File: config.mk
export PLATFORM = sky130hd
export DESIGN_NAME = fp_div_arbiter
export DESIGN_NICKNAME = d
export VERILOG_FILES = /design/src/rtl/fp_div_arbiter.sv
export SDC_FILE = /design/constraint.sdc
export NUM_CORES = 1
export LEC_CHECK = 0
export ABC_AREA = 1
export CAP_MARGIN = 25
export CORE_ASPECT_RATIO = 1.1
export CORE_MARGIN = 2
export CORE_UTILIZATION = 30
export CTS_CLUSTER_SIZE = 40
export DETAILED_ROUTE_END_ITERATION = 8
export GPL_TIMING_DRIVEN = 0
export PLACE_DENSITY_LB_ADDON = 0.3
export SLEW_MARGIN = 20
export SYNTH_ARGS = -nofsm -noshare
export SYNTH_HDL_FRONTEND = slang
export SYNTH_SLANG_ARGS = --single-unit
File: constraint.sdc
create_clock -name clk -period 5.67 [get_ports clk]
set_clock_uncertainty 0.05 [all_clocks]
set_input_delay 1.4175 -clock clk [delete_from_list [all_inputs] [get_ports clk]]
set_output_delay 1.4175 -clock clk [all_outputs]
set_load 0.03 [all_outputs]
File: src/rtl/fp_div_arbiter.sv
// -----------------------------------------------------------------------------
// fp_div_arbiter
//
// Shares one pipelined single-precision FP divider among N_REQ requesters.
// A combinational round-robin picks at most one requester per cycle. The
// winner's ID goes into an in-order tag FIFO. Each quotient that comes back is
// routed to the requester whose tag is at the FIFO head.
//
// Ports
//   clk, rst           clock, asynchronous active-high reset
//   req_valid/ready    per-requester operand handshake (ready is one-hot or 0)
//   req_dataa/datab    packed operands, requester i at [32i+31:32i]
//   rsp_valid/ready    per-requester quotient handshake (valid is one-hot or 0)
//   rsp_data           quotient shared by all requesters
//   div_snk_*          operand handshake toward the divider
//   div_src_*          quotient handshake from the divider
//   outstanding        tag FIFO occupancy (divisions in flight)
//   err_orphan         sticky: the divider returned a result with no tag held
// -----------------------------------------------------------------------------
module fp_div_arbiter #(
  parameter int N_REQ   = 4,
  parameter int TAG_W   = 2,
  parameter int MAX_OUT = 40,
  localparam int CNT_W  = $clog2(MAX_OUT + 1)
) (
  input  logic                 clk,
  input  logic                 rst,
  input  logic [N_REQ-1:0]     req_valid,
  input  logic [32*N_REQ-1:0]  req_dataa,
  input  logic [32*N_REQ-1:0]  req_datab,
  output logic [N_REQ-1:0]     req_ready,
  output logic [N_REQ-1:0]     rsp_valid,
  output logic [31:0]          rsp_data,
  input  logic [N_REQ-1:0]     rsp_ready,
  output logic                 div_snk_valid,
  output logic [31:0]          div_snk_dataa,
  output logic [31:0]          div_snk_datab,
  input  logic                 div_snk_ready,
  input  logic                 div_src_valid,
  input  logic [31:0]          div_src_data,
  output logic                 div_src_ready,
  output logic [CNT_W-1:0]     outstanding,
  output logic                 err_orphan
);

  localparam int PTR_W = $clog2(MAX_OUT);

  // Tag FIFO storage and control
  logic [TAG_W-1:0] tag_mem [MAX_OUT];
  logic [PTR_W-1:0] wr_ptr;
  logic [PTR_W-1:0] rd_ptr;
  logic [CNT_W-1:0] count;
  logic [TAG_W-1:0] head;
  logic             empty;
  logic             not_full;

  // Arbitration
  logic [TAG_W-1:0] last_grant;
  logic [TAG_W-1:0] cand;
  logic [TAG_W-1:0] grant_idx;
  logic [N_REQ-1:0] grant;
  logic             have_grant;
  logic             can_issue;
  logic             push;
  logic             pop;

  // Occupancy is the registered count, so a pop only frees a slot next cycle.
  assign empty     = (count == '0);
  assign not_full  = (count < CNT_W'(MAX_OUT));
  assign can_issue = div_snk_ready & not_full;

  // Round-robin: scan starting one past the last winner, wrapping mod N_REQ.
  // The grant is suppressed while reset is held so the request side reads
  // idle even if requesters keep their valids up.
  // NOTE: every signal driven here gets a default first, so no path leaves
  // it unassigned and no latch is inferred.
  always_comb begin
    grant      = '0;
    grant_idx  = '0;
    have_grant = 1'b0;
    cand       = '0;
    if (!rst) begin
      for (int k = 1; k <= N_REQ; k++) begin
        cand = TAG_W'((int'(last_grant) + k) % N_REQ);
        if (!have_grant && req_valid[cand]) begin
          have_grant      = 1'b1;
          grant_idx       = cand;
          grant[cand]     = 1'b1;
        end
      end
    end
  end

  // Operand mux from the granted requester; zero when nobody is granted.
  always_comb begin
    div_snk_dataa = '0;
    div_snk_datab = '0;
    for (int j = 0; j < N_REQ; j++) begin
      if (grant[j]) begin
        div_snk_dataa = req_dataa[32*j +: 32];
        div_snk_datab = req_datab[32*j +: 32];
      end
    end
  end

  // div_snk_valid does not wait for div_snk_ready; req_ready does.
  assign req_ready     = grant & {N_REQ{can_issue}};
  assign div_snk_valid = have_grant & not_full;
  assign push          = div_snk_valid & div_snk_ready;

  // Response routing. An empty FIFO blocks both the accept and any rsp_valid,
  // which is what keeps an orphan result from reaching a requester.
  assign head          = tag_mem[rd_ptr];
  assign div_src_ready = ~empty & rsp_ready[head];
  assign pop           = div_src_valid & div_src_ready;
  assign rsp_data      = div_src_data;

  always_comb begin
    rsp_valid = '0;
    for (int i = 0; i < N_REQ; i++) begin
      rsp_valid[i] = div_src_valid & ~empty & (head == TAG_W'(i));
    end
  end

  assign outstanding = count;

  function automatic logic [PTR_W-1:0] ptr_inc(input logic [PTR_W-1:0] p);
    return (p == PTR_W'(MAX_OUT - 1)) ? '0 : p + 1'b1;
  endfunction

  // NOTE: the tag storage has no reset. Entries are only read after being
  // written, because the pointers and count are reset.
  always_ff @(posedge clk) begin
    if (push) tag_mem[wr_ptr] <= grant_idx;
  end

  // NOTE: sequential state uses non-blocking assignments, so every register
  // samples pre-edge values regardless of evaluation order.
  always_ff @(posedge clk or posedge rst) begin
    if (rst) begin
      wr_ptr     <= '0;
      rd_ptr     <= '0;
      count      <= '0;
      last_grant <= TAG_W'(N_REQ - 1);
      err_orphan <= 1'b0;
    end else begin
      if (push) begin
        wr_ptr     <= ptr_inc(wr_ptr);
        last_grant <= grant_idx;
      end
      if (pop) rd_ptr <= ptr_inc(rd_ptr);
      case ({push, pop})
        2'b10:   count <= count + 1'b1;
        2'b01:   count <= count - 1'b1;
        default: count <= count;
      endcase
      if (div_src_valid && empty) err_orphan <= 1'b1;
    end
  end

endmodule

==> images/final_clocks.png <==
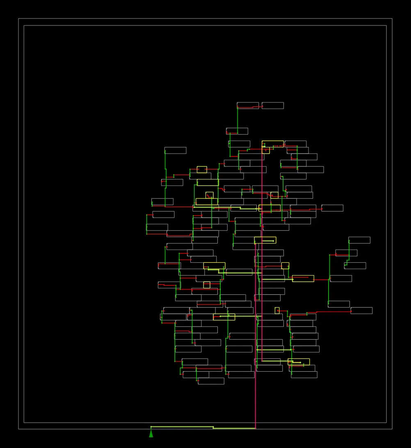
CLK BUF: 9
CTS sink cnt: 101
flop count: 101

==> images/met2.png <==
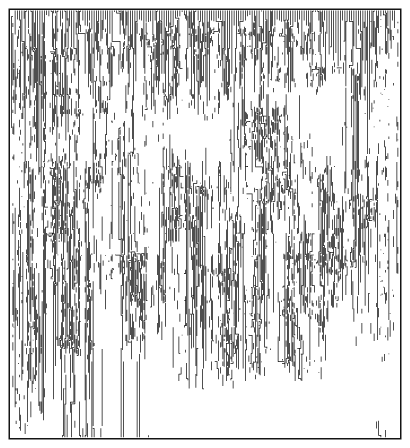
The longest straight run is 81.1 um. The wires run mostly vertical.

==> deck_impl_summary.md <==
Implementation Results

Status
  • Status: complete, no violations

Die
  • Core Area: 26000 um2

Drt
  • Drt wl/cell: 20.1 um
  • Residual DRC: 0
  • Post-DR vias/cell: 4.96

Placement
  • DP HPWL: 31.8 mm
  • DP Worst Slack: -603 ps

Final layout
  • Util after Layout: 47.3%
  • Final net count: ~1800
  • Synth-to-Final Area Change: 55.5%
  • Finished Cell Area: 12300 um2
  • Finished Layout Cells: around 1900
  • # fillers: approximately 2600

Setup path
  • Critical path startpoint category: input port
  • R2R cell count: 25
  • Critical-path maximum fanout: 10
  • R2R Path Start: rd_ptr[1]$_DFFE_PP0P_
  • Reg2reg end: outstanding[5]$_DFFE_PP0P_
  • Critical path type: in -> out
  • Arr. time, crit path: about 4200 ps

Clock network
  • CTS root buffer: clkbuf_16
  • CTS Buffer Depth: 2
  • CTS tree: built

Pwr
  • P_seq: 1.14 mW
  • Cell Int Power: 3.15 mW
  • Top power group: combinational cells
  • VDD IR max: 0.456 mV
  • Clk power: around 0.59 mW

Logic synthesis
  • Synth top area share: around 30%
  • Flip-flops with a built-in enable: 80
  • Mean Syn Cell Area: a little under 7 um2
  • Most instantiated library cell after synthesis: nand2_1
  • Post-Syn Area: a little under 8000 um2
  • Yosys stat area: 7910 um2
  • Post-Syn Nets: 1456
  • Syn Inst Count: about 1100
  • Commonest cells in the synthesized netlist: 368 x nand2_1, 248 x nand3_1, 87 x nor2_1
  • Seq share, synth: about 37%
  • Main flop type: edfxtp_1
  • Synth cell types: ~44

Final timing
  • Worst slew pin tran: 766 ps
  • Worst hold slack: 443 ps

GRT
  • Grt ovf: 0
  • Global-route usage over all layers: 26.7%
==> cell type report <==
type / count / area [um2] / share of cell area (%)
diodes: 13 / 32.5 / 0.264
plain buffers: 97 / 613 / 4.98
clock buffers: 9 / 225 / 1.83
clock inverters: 7 / 58.8 / 0.478
inverters: 68 / 258 / 2.09
multi-input cells: 874 / 4150 / 33.7
flip-flops and latches: 101 / 2930 / 23.8
well taps: 352 / 440 / 3.58
repair buffers: 382 / 3600 / 29.2
==> registers in the layout, indices dropped and copies added (netlist names) <==
signal / flops
err_orphan: 1
last_grant: 2
outstanding: 6
rd_ptr: 6
tag_mem: 80
wr_ptr: 6
==> cell families after synthesis <==
family                     share of synthesized area (%)
buffers and inverters                               10.8
AOI/OAI and AO/OA                                   3.91
adders and majority gates                           2.62
DFF                                                 37.0
and+or+nand+nor                                     44.9
xor gates and xnor gates                           0.775
==> worst min-delay path by stage <==
| stage | from | endpoint | slack [ps] | cells after the start |
|---|---|---|---|---|
| final | err_orphan$_DFFE_PP0P_ | err_orphan$_DFFE_PP0P_ | 440 | 1 |
| after global routing | err_orphan$_DFFE_PP0P_ | err_orphan$_DFFE_PP0P_ | 460 | 1 |
| after CTS | err_orphan$_DFFE_PP0P_ | err_orphan$_DFFE_PP0P_ | 450 | 1 |
| after detailed placement | err_orphan$_DFFE_PP0P_ | err_orphan$_DFFE_PP0P_ | 430 | 1 |
| after global placement | err_orphan$_DFFE_PP0P_ | err_orphan$_DFFE_PP0P_ | 420 | 1 |
| after floorplan | rd_ptr[5]$_DFFE_PP0P_ | rd_ptr[5]$_DFFE_PP0P_ | 440 | 2 |
==> worst max-delay path, stage by stage <==
cell and delay, ps:
clkdlybuf4s50_1 530, clkinv_1 240, clkbuf_1 620, buf_1 510
nand3_1 140, nand3_1 110, nand3_1 70, nand2_1 160
clkdlybuf4s15_2 330
==> layout by cell type (no fill, tap or decap), types with 3 or more instances in the layout <==
| cell type | Yosys | routed |
|---|---|---|
| clkbuf_1 | 22 | 12 |
| dlymetal6s2s_1 | 0 | 6 |
| xor2_1 | 5 | 5 |
| nor3_1 | 9 | 9 |
| inv_2 | 7 | 7 |
| nor2_2 | 3 | 4 |
| nand2_1 | 368 | 368 |
| inv_1 | 59 | 59 |
| nand4_1 | 4 | 4 |
| a21oi_1 | 19 | 19 |
| clkbuf_16 | 0 | 9 |
| buf_6 | 8 | 8 |
| o21ai_1 | 3 | 3 |
| dfrtp_1 | 19 | 19 |
| or2_0 | 59 | 59 |
| buf_4 | 36 | 38 |
| nand3_1 | 248 | 247 |
| buf_2 | 27 | 25 |
| clkbuf_2 | 0 | 65 |
| diode_2 | 0 | 13 |
| a22oi_1 | 3 | 3 |
| o21ai_0 | 21 | 21 |
| nor2_4 | 2 | 3 |
| clkdlybuf4s50_1 | 0 | 312 |
| buf_1 | 4 | 4 |
| nor2_1 | 87 | 85 |
| or2_1 | 5 | 5 |
| nand2_2 | 5 | 5 |
| edfxtp_1 | 80 | 80 |
| ha_1 | 15 | 15 |
==> timing repair <==
item	4_1_cts	5_1_grt
setup endpoints to repair	65	65
pin swaps	0	0
gates resized	75	126
setup buffers	0	0
hold buffers	0	0
Power figures rest on the tool's default switching activity, not on a simulated workload.
